Fig. 1: run 1, met3 routing
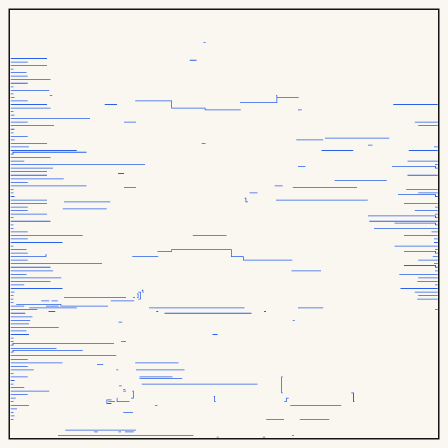
Fig. 2: run 1, where the registers sit
Other sequential cells in the stronger grey, the rest of the logic in the fainter grey.
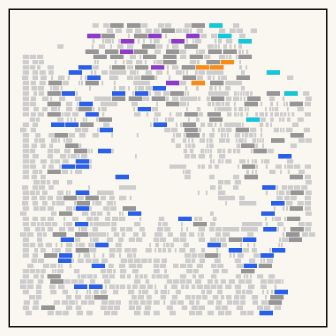
Fig. 3: run 1, pin placement
Pins as bars across the die edge, other pins in grey.
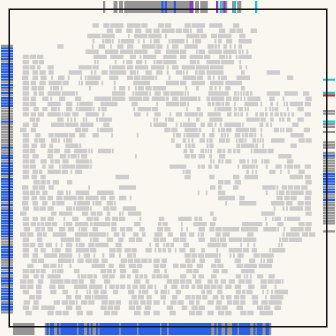
`src/rtl/dcache_cmo_ctrl_pkg.sv`:
```
// Shared types and constants for the D$ cache-maintenance-operation controller.
package dcache_cmo_ctrl_pkg;

  localparam int unsigned DC_NR_WAYS       = 4;
  localparam int unsigned DC_SET_IDX_W     = 8;
  localparam int unsigned DC_LINE_OFFSET_W = 4;
  localparam int unsigned DC_PLEN          = 56;
  localparam int unsigned DC_TAG_W         = DC_PLEN - DC_SET_IDX_W - DC_LINE_OFFSET_W;
  localparam int unsigned DC_ADDR_W        = 64;
  localparam int unsigned DC_TRANS_ID_W    = 4;

  typedef enum logic [2:0] {
    CMO_NONE       = 3'd0,
    CMO_CLEAN      = 3'd1,
    CMO_FLUSH      = 3'd2,
    CMO_INVAL      = 3'd3,
    CMO_ZERO       = 3'd4,
    CMO_PREFETCH_I = 3'd5,
    CMO_PREFETCH_R = 3'd6,
    CMO_PREFETCH_W = 3'd7
  } cmo_op_t;

  typedef struct packed {
    logic                     req;
    logic [DC_TRANS_ID_W-1:0] trans_id;
    logic [DC_ADDR_W-1:0]     address;
    cmo_op_t                  cmo_op;
  } cmo_req_t;

  typedef struct packed {
    logic                     req_ready;
    logic                     ack;
    logic [DC_TRANS_ID_W-1:0] trans_id;
  } cmo_resp_t;

  typedef enum logic [1:0] {
    LINE_WB         = 2'd0,
    LINE_ZERO_LOCAL = 2'd1,
    LINE_ZERO_MEM   = 2'd2
  } cmo_line_op_t;

  typedef enum logic [2:0] {
    ST_IDLE      = 3'd0,
    ST_LOCK      = 3'd1,
    ST_TAG_RD    = 3'd2,
    ST_TAG_CMP   = 3'd3,
    ST_LINE_REQ  = 3'd4,
    ST_LINE_WAIT = 3'd5,
    ST_TAG_WR    = 3'd6,
    ST_ACK       = 3'd7
  } cmo_state_t;

  // Hint operations never touch the cache; they are acknowledged straight away.
  function automatic logic is_hint(input cmo_op_t op);
    logic res;
    case (op)
      CMO_NONE, CMO_PREFETCH_I, CMO_PREFETCH_R, CMO_PREFETCH_W: res = 1'b1;
      default:                                                   res = 1'b0;
    endcase
    return res;
  endfunction

endpackage

```
`src/rtl/dcache_cmo_ctrl.sv`:
```
// D$ CMO controller: takes one CMO at a time, locks the cache, looks up the
// line and runs clean/flush/inval/zero on the hit way, then acks the request.
// All outputs are registered from the next-state decode so reset forces them 0.
module dcache_cmo_ctrl
  import dcache_cmo_ctrl_pkg::*;
#(
  parameter int unsigned NR_WAYS       = DC_NR_WAYS,
  parameter int unsigned SET_IDX_W     = DC_SET_IDX_W,
  parameter int unsigned LINE_OFFSET_W = DC_LINE_OFFSET_W,
  parameter int unsigned TAG_W         = DC_TAG_W
) (
  input  logic                     clk_i,
  input  logic                     rst_ni,
  input  cmo_req_t                 cmo_req_i,
  output cmo_resp_t                cmo_resp_o,
  output logic                     lock_req_o,
  input  logic                     lock_gnt_i,
  output logic                     tag_req_o,
  input  logic                     tag_gnt_i,
  output logic                     tag_we_o,
  output logic [SET_IDX_W-1:0]     tag_idx_o,
  output logic [NR_WAYS-1:0]       tag_wway_o,
  output logic                     tag_wvalid_o,
  output logic                     tag_wdirty_o,
  input  logic [NR_WAYS*TAG_W-1:0] tag_rtag_i,
  input  logic [NR_WAYS-1:0]       tag_rvalid_i,
  input  logic [NR_WAYS-1:0]       tag_rdirty_i,
  output logic                     line_req_o,
  output cmo_line_op_t             line_op_o,
  output logic [SET_IDX_W-1:0]     line_idx_o,
  output logic [NR_WAYS-1:0]       line_way_o,
  output logic [TAG_W-1:0]         line_tag_o,
  input  logic                     line_gnt_i,
  input  logic                     line_done_i
);

  localparam int unsigned TAG_LSB = LINE_OFFSET_W + SET_IDX_W;

  // Controller state and the latched request context.
  cmo_state_t               state_r, state_s;
  logic [DC_TRANS_ID_W-1:0] trans_id_r, trans_id_s;
  logic [SET_IDX_W-1:0]     idx_r, idx_s;
  logic [TAG_W-1:0]         tag_r, tag_s;
  cmo_op_t                  op_r, op_s;
  logic [NR_WAYS-1:0]       way_r, way_s;
  cmo_line_op_t             lop_r, lop_s;
  logic                     wr_valid_r, wr_valid_s;
  logic                     wr_dirty_r, wr_dirty_s;
  logic                     wr_after_line_r, wr_after_line_s;

  // Lookup results.
  logic [NR_WAYS-1:0]       hit_vec_s;
  logic [NR_WAYS-1:0]       hit_way_s;
  logic                     hit_s;
  logic                     hit_dirty_s;

  // Registered outputs and their next values.
  cmo_resp_t                out_resp_r, out_resp_s;
  logic                     out_lock_req_r, out_lock_req_s;
  logic                     out_tag_req_r, out_tag_req_s;
  logic                     out_tag_we_r, out_tag_we_s;
  logic [SET_IDX_W-1:0]     out_tag_idx_r, out_tag_idx_s;
  logic [NR_WAYS-1:0]       out_tag_wway_r, out_tag_wway_s;
  logic                     out_tag_wvalid_r, out_tag_wvalid_s;
  logic                     out_tag_wdirty_r, out_tag_wdirty_s;
  logic                     out_line_req_r, out_line_req_s;
  cmo_line_op_t             out_line_op_r, out_line_op_s;
  logic [SET_IDX_W-1:0]     out_line_idx_r, out_line_idx_s;
  logic [NR_WAYS-1:0]       out_line_way_r, out_line_way_s;
  logic [TAG_W-1:0]         out_line_tag_r, out_line_tag_s;

  // Address bits outside the set/tag fields carry no meaning for a line CMO.
  logic unused_addr_s;
  assign unused_addr_s = ^{cmo_req_i.address[DC_ADDR_W-1:TAG_LSB+TAG_W],
                           cmo_req_i.address[LINE_OFFSET_W-1:0]};

  // Per-way match: a way hits only when it is valid and its tag equals the latched tag.
  always_comb begin
    hit_vec_s = '0;
    for (int unsigned w = 0; w < NR_WAYS; w++) begin
      hit_vec_s[w] = tag_rvalid_i[w] && (tag_rtag_i[w*TAG_W +: TAG_W] == tag_r);
    end
  end

  // Lowest-index hit wins; x & -x isolates the least significant set bit.
  always_comb begin
    hit_way_s   = hit_vec_s & (~hit_vec_s + NR_WAYS'(1));
    hit_s       = |hit_vec_s;
    hit_dirty_s = |(hit_way_s & tag_rdirty_i);
  end

  // Next-state logic and request-context updates.
  always_comb begin
    state_s         = state_r;
    trans_id_s      = trans_id_r;
    idx_s           = idx_r;
    tag_s           = tag_r;
    op_s            = op_r;
    way_s           = way_r;
    lop_s           = lop_r;
    wr_valid_s      = wr_valid_r;
    wr_dirty_s      = wr_dirty_r;
    wr_after_line_s = wr_after_line_r;
    case (state_r)
      ST_IDLE: begin
        if (cmo_req_i.req && out_resp_r.req_ready) begin
          trans_id_s = cmo_req_i.trans_id;
          idx_s      = cmo_req_i.address[LINE_OFFSET_W +: SET_IDX_W];
          tag_s      = cmo_req_i.address[TAG_LSB +: TAG_W];
          op_s       = cmo_req_i.cmo_op;
          way_s      = '0;
          if (is_hint(cmo_req_i.cmo_op)) begin
            state_s = ST_ACK;
          end else begin
            state_s = ST_LOCK;
          end
        end else begin
          state_s = ST_IDLE;
        end
      end
      ST_LOCK:   state_s = lock_gnt_i ? ST_TAG_RD : ST_LOCK;
      ST_TAG_RD: state_s = tag_gnt_i ? ST_TAG_CMP : ST_TAG_RD;
      ST_TAG_CMP: begin
        way_s = hit_way_s;
        case (op_r)
          CMO_CLEAN: begin
            if (hit_s && hit_dirty_s) begin
              lop_s = LINE_WB; wr_after_line_s = 1'b1;
              wr_valid_s = 1'b1; wr_dirty_s = 1'b0;
              state_s = ST_LINE_REQ;
            end else begin
              state_s = ST_ACK;
            end
          end
          CMO_FLUSH: begin
            wr_valid_s = 1'b0; wr_dirty_s = 1'b0;
            if (hit_s && hit_dirty_s) begin
              lop_s = LINE_WB; wr_after_line_s = 1'b1;
              state_s = ST_LINE_REQ;
            end else if (hit_s) begin
              state_s = ST_TAG_WR;
            end else begin
              state_s = ST_ACK;
            end
          end
          CMO_INVAL: begin
            wr_valid_s = 1'b0; wr_dirty_s = 1'b0;
            state_s = hit_s ? ST_TAG_WR : ST_ACK;
          end
          CMO_ZERO: begin
            if (hit_s) begin
              lop_s = LINE_ZERO_LOCAL; wr_after_line_s = 1'b1;
              wr_valid_s = 1'b1; wr_dirty_s = 1'b1;
            end else begin
              lop_s = LINE_ZERO_MEM; wr_after_line_s = 1'b0;
            end
            state_s = ST_LINE_REQ;
          end
          default: state_s = ST_ACK;
        endcase
      end
      ST_LINE_REQ: state_s = line_gnt_i ? ST_LINE_WAIT : ST_LINE_REQ;
      ST_LINE_WAIT: begin
        if (line_done_i) begin
          state_s = wr_after_line_r ? ST_TAG_WR : ST_ACK;
        end else begin
          state_s = ST_LINE_WAIT;
        end
      end
      ST_TAG_WR: state_s = tag_gnt_i ? ST_ACK : ST_TAG_WR;
      ST_ACK:    state_s = ST_IDLE;
      default:   state_s = ST_IDLE;
    endcase
  end

  // Output decode from the upcoming state, so each output is a flop.
  always_comb begin
    out_resp_s.req_ready = (state_s == ST_IDLE);
    out_resp_s.ack       = (state_s == ST_ACK);
    out_resp_s.trans_id  = (state_s == ST_ACK) ? trans_id_s : '0;
    out_lock_req_s       = (state_s inside {ST_LOCK, ST_TAG_RD, ST_TAG_CMP, ST_LINE_REQ,
                                            ST_LINE_WAIT, ST_TAG_WR}) ||
                           ((state_s == ST_ACK) && !is_hint(op_s));
    out_tag_req_s        = (state_s == ST_TAG_RD) || (state_s == ST_TAG_WR);
    out_tag_we_s         = (state_s == ST_TAG_WR);
    out_tag_idx_s        = out_tag_req_s ? idx_s : '0;
    out_tag_wway_s       = out_tag_we_s ? way_s : '0;
    out_tag_wvalid_s     = out_tag_we_s && wr_valid_s;
    out_tag_wdirty_s     = out_tag_we_s && wr_dirty_s;
    out_line_req_s       = (state_s == ST_LINE_REQ);
    out_line_op_s        = out_line_req_s ? lop_s : LINE_WB;
    out_line_idx_s       = out_line_req_s ? idx_s : '0;
    out_line_way_s       = out_line_req_s ? way_s : '0;
    out_line_tag_s       = out_line_req_s ? tag_s : '0;
  end

  // State, context and output registers with synchronous active-low reset.
  always_ff @(posedge clk_i) begin
    if (!rst_ni) begin
      state_r          <= ST_IDLE;
      trans_id_r       <= '0;
      idx_r            <= '0;
      tag_r            <= '0;
      op_r             <= CMO_NONE;
      way_r            <= '0;
      lop_r            <= LINE_WB;
      wr_valid_r       <= 1'b0;
      wr_dirty_r       <= 1'b0;
      wr_after_line_r  <= 1'b0;
      out_resp_r       <= '0;
      out_lock_req_r   <= 1'b0;
      out_tag_req_r    <= 1'b0;
      out_tag_we_r     <= 1'b0;
      out_tag_idx_r    <= '0;
      out_tag_wway_r   <= '0;
      out_tag_wvalid_r <= 1'b0;
      out_tag_wdirty_r <= 1'b0;
      out_line_req_r   <= 1'b0;
      out_line_op_r    <= LINE_WB;
      out_line_idx_r   <= '0;
      out_line_way_r   <= '0;
      out_line_tag_r   <= '0;
    end else begin
      state_r          <= state_s;
      trans_id_r       <= trans_id_s;
      idx_r            <= idx_s;
      tag_r            <= tag_s;
      op_r             <= op_s;
      way_r            <= way_s;
      lop_r            <= lop_s;
      wr_valid_r       <= wr_valid_s;
      wr_dirty_r       <= wr_dirty_s;
      wr_after_line_r  <= wr_after_line_s;
      out_resp_r       <= out_resp_s;
      out_lock_req_r   <= out_lock_req_s;
      out_tag_req_r    <= out_tag_req_s;
      out_tag_we_r     <= out_tag_we_s;
      out_tag_idx_r    <= out_tag_idx_s;
      out_tag_wway_r   <= out_tag_wway_s;
      out_tag_wvalid_r <= out_tag_wvalid_s;
      out_tag_wdirty_r <= out_tag_wdirty_s;
      out_line_req_r   <= out_line_req_s;
      out_line_op_r    <= out_line_op_s;
      out_line_idx_r   <= out_line_idx_s;
      out_line_way_r   <= out_line_way_s;
      out_line_tag_r   <= out_line_tag_s;
    end
  end

  assign cmo_resp_o   = out_resp_r;
  assign lock_req_o   = out_lock_req_r;
  assign tag_req_o    = out_tag_req_r;
  assign tag_we_o     = out_tag_we_r;
  assign tag_idx_o    = out_tag_idx_r;
  assign tag_wway_o   = out_tag_wway_r;
  assign tag_wvalid_o = out_tag_wvalid_r;
  assign tag_wdirty_o = out_tag_wdirty_r;
  assign line_req_o   = out_line_req_r;
  assign line_op_o    = out_line_op_r;
  assign line_idx_o   = out_line_idx_r;
  assign line_way_o   = out_line_way_r;
  assign line_tag_o   = out_line_tag_r;

endmodule

```
`config.mk`:
```
export PLATFORM = sky130hd
export DESIGN_NAME = dcache_cmo_ctrl
export DESIGN_NICKNAME = d
export VERILOG_FILES = /design/src/rtl/dcache_cmo_ctrl_pkg.sv /design/src/rtl/dcache_cmo_ctrl.sv
export SDC_FILE = /design/constraint.sdc
export NUM_CORES = 1
export LEC_CHECK = 0
export CAP_MARGIN = 40
export CORE_MARGIN = 5
export CORE_UTILIZATION = 30
export DETAILED_ROUTE_END_ITERATION = 10
export GPL_TIMING_DRIVEN = 0
export PLACE_DENSITY = 0.68
export SYNTH_ARGS = -nofsm -noshare
export SYNTH_HDL_FRONTEND = slang
export SYNTH_SLANG_ARGS = --single-unit
```
`constraint.sdc`:
```
create_clock -name clk_i -period 6.4 [get_ports clk_i]
set_input_delay 1.28 -clock clk_i [delete_from_list [all_inputs] [get_ports clk_i]]
set_output_delay 1.28 -clock clk_i [all_outputs]
set_load 0.05 [all_outputs]
```
==> job_summary.md, run 1 <==
## PnR job results

| Metric | Value |
|---|---|
| Top sig layer | met4 |
| XORs/XNORs by Area | 0.205 |
| Most used flip-flop cell | dfxtp_1 |
| Fillers | 2317 |
| CTS Root Buffer Type | clkbuf_16 |
| Ports | 344 |
| GP Congestion | 0.979 |
| Longest Clk Path Bufs | 2 |
| Worst setup path category | input pin to register |
| Setup Skew | 0.0173 ns |
| Worst path cell trace | clkdlybuf4s50_1 -> xnor2_1 -> nand4_1 -> nor4_1 -> nand3_1 -> nand4_1 -> a211oi_1 -> o31a_1 -> nand3_2 -> clkbuf_1 -> nor2_1 |
| Number of global-route vias before repair | slightly above 7000 |
| Post-Synthesis Cells | 807 |
| Max Slew Vio Count | 0 |
| Clock slew at reported path FFs | approximately 0.070 ns |
| Average vias per placed instance | 4.65 |
| Avg Synthesized Cell Area | 8.87 sq um |
| MaxCap Viol Count | 0 |
| First-pass GRT wire length | 44500 microns |
| Hold wc startpoint | trans_id_r[3] |
| Floorplan row count | between 50 and 60 |
| Post-DRT Antenna Nets | 0 |
| Post-synthesis cell type count | 53 |
| Pwr Density | approximately 270 nW/um^2 |
| Delay-heaviest family, CP | simple AND/OR/NAND/NOR gates |
| Mux area share | 0.0741 |
| Layout overhead on the synthesized area | 60.6% |
| Most used cell, CP | nand4_1 |
| Min Tclk post-route | 4.56 ns |
| Clk Latency, worst-skew pair | 0.43 ns |
| DRC errors left | 0 |
| Tot GR Track Use | 0.229 |
| Lkg Pwr | 3.79 nW |
| Core ar. | 23500 sq um |
| FF-to-FF path depth | 11 |
| Log Warnings | 38 |
| RSZ-0062 raised after global routing | false |
| WL/cell | 21.1 microns |
| Final instance area | about 11000 sq um |
| Post-CTS Setup Bufs | 0 |
| Yosys stat chip area | 7160 sq um |
| CP bufs+invs | 2 |
| Fraction of registers with async set/reset | 0 |
| Dominant cell type by area after synthesis | dfxtp_1 |
| Setup crit end kind | register |
| Simple share | 0.192 |
| Post-synth regs | 153 |
| Synth warn | 0 |
| Clock Sinks | 153 |
| Post-CTS sizing | 0 |
| Max stage delay on crit path | 0.78 ns |
| Total iterations of the first detailed-routing run | 5 |
| Post-synthesis net count | 1069 |
| CP arrival | 4.84 ns |
| Cell Area, Placed | roughly 11000 sq um |
| Adder Area Share | 0 |
| Initial DRC Count | 363 |
| FMAX | approximately 220 MHz |
| R2R Path End | line_tag_o[17] |
| Period utilization | 0.712 |
| Ao+oa area frac | 0.0519 |
| # placed instances | 1459 |
| Hold WC Path Type | register to register |
| Nets | 1421 |
| DR WL met2 | 15300 microns |
| Post-DP HPWL | ~26000 microns |
| Ratio of cells with drive above 1 in the final layout | 0.0427 |
| GR Overflow Total | 0 |
| Outcome | complete, no violations |
| Antenna violations before repair | 1 |
| Area contributors post-synth | dfxtp_1 43%, xnor2_1 20%, nor2_1 7.7%, mux2i_1 7.4%, nand4_1 3.8% |
| Slew HR | 0.410 |
| CP max stage cell | nor4_1 |
| Cells in synth_stat.txt | 807 |
| Cell Count, Final, Fillers Out | 1492 |
| R2R setup slack | 2.28 ns |
| MI comb area | 3750 sq um |
| Commonest Layout Cell | clkdlybuf4s50_1 |
| Hold Path Cell Cnt | 2 |
Notes on Fig. 1 above:
main direction: horizontal
wire length on this layer: 2200 microns
share of all routed wire: 7.0%
longest straight run: 51.8 microns
nets with wire on the layer: 195
final wirelength: 31400 microns
grt met3 use: 0.0559
routed vias: 6945

Notes on Fig. 2 above:
[cyan] `cmo_resp_o` | sequential cells: 6 | where: upper right
[purple] `line_idx_o` | sequential cells: 8 | where: top centre
[blue] `tag_r` | sequential cells: 44
[orange] `tag_wway_o` | sequential cells: 4
not coloured: 91
register area: 3060 sq um
Seq group: 0.00104 W
flop share of the area: 0.266
final core occ: 0.490

Notes on Fig. 3 above:
[purple] `line_way_o` | pins: 4 | direction: output | edge: top
[cyan] `cmo_resp_o` | pins: 6 | direction: output | edge: 3 top, 3 right
[red] `lock_req_o` | pins: 1 | direction: output | edge: right
[blue] `tag_rtag_i` | pins: 176 | direction: input | edge: 97 bottom, 67 left, 9 right, 3 top
all pins by edge: 140 bottom, 103 left, 60 top, 41 right
die extent in x: 164 microns
die height: 164 microns
quantity of I/O buffers inserted on ports: 331

run 1: cell usage after synthesis, drive strengths merged, types with 10 or more instances:
master / count
nor4: 15
clkbuf: 67
dfxtp: 153
nor2: 146
nand3: 10
nand4: 44
xnor2: 164
a21oi: 19
inv: 16
mux2i: 53
nand2: 33
nand2b: 10
run 1: routing by layer:
| metal | track usage | vias to the layer above |
|---|---|---|
| li1 | - | 3364 |
| met1 | 0.284 | 3268 |
| met2 | 0.392 | 275 |
| met3 | 0.0559 | 38 |
| met4 | 0.0711 | 0 |
| met5 | 0 | - |
run 1: per-stage QoR:
stage	total power (W)	worst slack, ns
after floorplan	0.00165	3.07
after global placement	0.00203	1.41
after detailed placement	0.00205	1.43
after CTS	0.00309	1.87
after global routing	0.00321	1.63
final	0.00307	1.84
run 1: registers in the layout (all words and copies together), names as in the netlist, 2 cells and up:
signal / cells
idx_r: 8
tag_idx_o: 8
tag_r: 44
line_op_o: 2
op_r: 3
state_r: 3
tag_wway_o: 4
line_way_o: 4
line_idx_o: 8
lop_r: 2
trans_id_r: 4
way_r: 4
cmo_resp_o: 6
line_tag_o: 44
run 1: power breakdown:
group / leakage [nW] / internal (W) / switching, W / total (W)
clock network: 0.294 / 0.000598 / 0.000446 / 0.00104
registers: 1.24 / 0.00102 / 0.0000216 / 0.00104
logic: 2.26 / 0.000430 / 0.000552 / 0.000982
run 1: area by class of cell:
| type | count | area share |
|---|---|---|
| diodes | 1 | 0.000218 |
| repair buffers | 333 | 0.290 |
| inverters | 16 | 0.00522 |
| well taps | 319 | 0.0347 |
| plain buffers | 73 | 0.0249 |
| multi-input cells | 565 | 0.326 |
| flip-flops and latches | 153 | 0.266 |
| clock buffers | 19 | 0.0385 |
| clock inverters | 13 | 0.0136 |
==> run 2, diff against run 1 <==
--- a/config.mk
+++ b/config.mk
@@ -10,7 +10,7 @@
 export CORE_UTILIZATION = 30
 export DETAILED_ROUTE_END_ITERATION = 10
 export GPL_TIMING_DRIVEN = 0
-export PLACE_DENSITY = 0.68
+export PLACE_DENSITY = 0.7
 export SYNTH_ARGS = -nofsm -noshare
 export SYNTH_HDL_FRONTEND = slang
 export SYNTH_SLANG_ARGS = --single-unit
==> constraint.sdc (replaced) <==
create_clock -name clk_i -period 3.7 [get_ports clk_i]
set_input_delay 0.74 -clock clk_i [delete_from_list [all_inputs] [get_ports clk_i]]
set_output_delay 0.74 -clock clk_i [all_outputs]
set_load 0.05 [all_outputs]
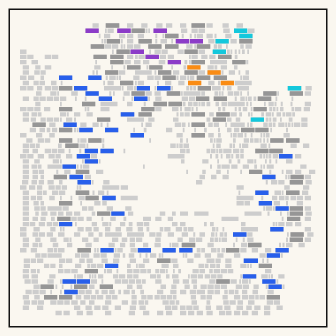
Fig. 4. Where the registers sit (run 2).
Other sequential cells in the stronger grey, the rest of the logic in the fainter grey.
[cyan] `cmo_resp_o` | sequential cells: 6 | where: upper right
[orange] `tag_wway_o` | sequential cells: 4 | where: top centre
[blue] `tag_r` | sequential cells: 44 | where: spread over the die
[purple] `line_idx_o` | sequential cells: 8 | where: top centre
not coloured: 91
flop share of the area: 0.264
Seq group: 0.00188 W
register area: 3060 sq um
final core occ: 0.494

==> run 2 against run 1 <==
Worst hold slack got worse by 0.0025 ns. Register-to-register slack worse by 2.1 ns. Clock-buffer cell count stayed put. Combinational power up 71%. Non-clock buffer count down 7. Synthesized cell count unchanged. Flip-flop count is the same. Highest routed layer unchanged.
==> job_summary.md, run 2 <==
## PnR job results

| Metric | Value |
|---|---|
| Outcome | complete, no violations |
| DRC errors left | 0 (unchanged) |
| Hold WC Path Type | register to register |
| Synth warn | 0 (unchanged) |
| FF-to-FF path depth | 11 (unchanged) |
| Clock slew at reported path FFs | 0.06 ns (about the same) |
| R2R setup slack | 0.16 ns (-2.12 ns) |
| Post-DRT Antenna Nets | 0 (unchanged) |
| MaxCap Viol Count | 0 (unchanged) |
| Min Tclk post-route | 3.63 ns |
| Top-count cell post-synth | xnor2_1 |
| Ratio of cells with drive above 1 in the final layout | 0.0644 (+0.0217) |
| Post-synthesis net count | 1069 (unchanged) |
| Cell Count, Final, Fillers Out | 1487 (-0.34%) |
| Dominant cell type by area after synthesis | dfxtp_1 |
| Period utilization | 0.981 |
| Initial DRC Count | 398 (+9.6%) |
| Setup crit end kind | register |
| Log Warnings | 38 (unchanged) |
| Clock Sinks | 153 (unchanged) |
| FMAX | roughly 280 MHz |
| CP arrival | 3.99 ns (-0.85 ns) |
| Tot GR Track Use | 0.230 (+0.00165) |
| WL/cell | 21.5 microns (+2.0%) |
| Slew HR | 0.469 (+0.0586) |
| Floorplan row count | 56 (unchanged) |
| Cells in synth_stat.txt | 807 (unchanged) |
| GP Congestion | 0.951 (-2.9%) |
| R2R Path End | tag_idx_o[4] |
| Most used flip-flop cell | dfxtp_1 |
| Pwr Density | 452 nW/um^2 (+69%) |
| Post-Synthesis Cells | 807 (unchanged) |
| Avg Synthesized Cell Area | 8.87 sq um (unchanged) |
| Antenna violations before repair | 2 (+1) |
| Total iterations of the first detailed-routing run | 4 (-1) |
| Layout overhead on the synthesized area | 61.8% |
| Worst setup path category | input pin to register |
| P_comb | 0.00168 W (+71%) |
| Clock-net power | 0.00168 W (+62%) |
[run 2: repair_timing]
item                       CTS  global route
buffers inserted             0             7
pin swaps                    0             8
gates cloned                 0             0
setup endpoints to repair   77            76
resized                      9            15
[run 2: logic make-up after synthesis]
kind of cell / after synthesis / synth area share
muxes: 53 / 0.0741
DFF: 153 / 0.428
AOI/OAI and AO/OA: 53 / 0.0519
buffers and inverters: 89 / 0.0484
xor gates and xnor gates: 168 / 0.205
and+or+nand+nor: 291 / 0.192
[run 2: final cells by class]
cell class | instances | share of cell area
Antenna cell | 3 | 0.000648
Clock inverter | 13 | 0.00929
Sequential cell | 153 | 0.264
Clock buffer | 19 | 0.0391
Timing Repair Buffer | 341 | 0.293
Inverter | 16 | 0.00518
Buffer | 58 | 0.0205
Tap cell | 319 | 0.0344
Multi-Input combinational cell | 565 | 0.333
[run 2: critical path, stage by stage]
cell,delay (ns)
clkdlybuf4s50_1,0.48
xnor2_1,0.12
nand4_1,0.30
nor4_4,0.46
nand4_1,0.24
buf_4,0.20
o21ai_0,0.20
a211oi_2,0.08
o31a_1,0.41
nand4b_1,0.34
buf_2,0.29
nor2_1,0.12
[run 2: per-layer routing]
metal	track usage	wire [microns]
met3	0.0679	2440
met2	0.394	15900
met5	0	0
met1	0.277	12800
met4	0.0775	774
[run 2: how the worst min path moves through the flow]
stage,start,to,slack (ns),cells after the start
3_3_place_gp,trans_id_r[2],trans_id_r[2],0.44,2
5_1_grt,trans_id_r[2],trans_id_r[2],0.48,2
2_1_floorplan,trans_id_r[0],trans_id_r[0],0.43,2
3_5_place_dp,trans_id_r[3],trans_id_r[3],0.45,2
6_report,trans_id_r[2],trans_id_r[2],0.46,2
4_1_cts,trans_id_r[3],trans_id_r[3],0.46,2
No activity file was given, so power comes from the tool's default toggle rates.
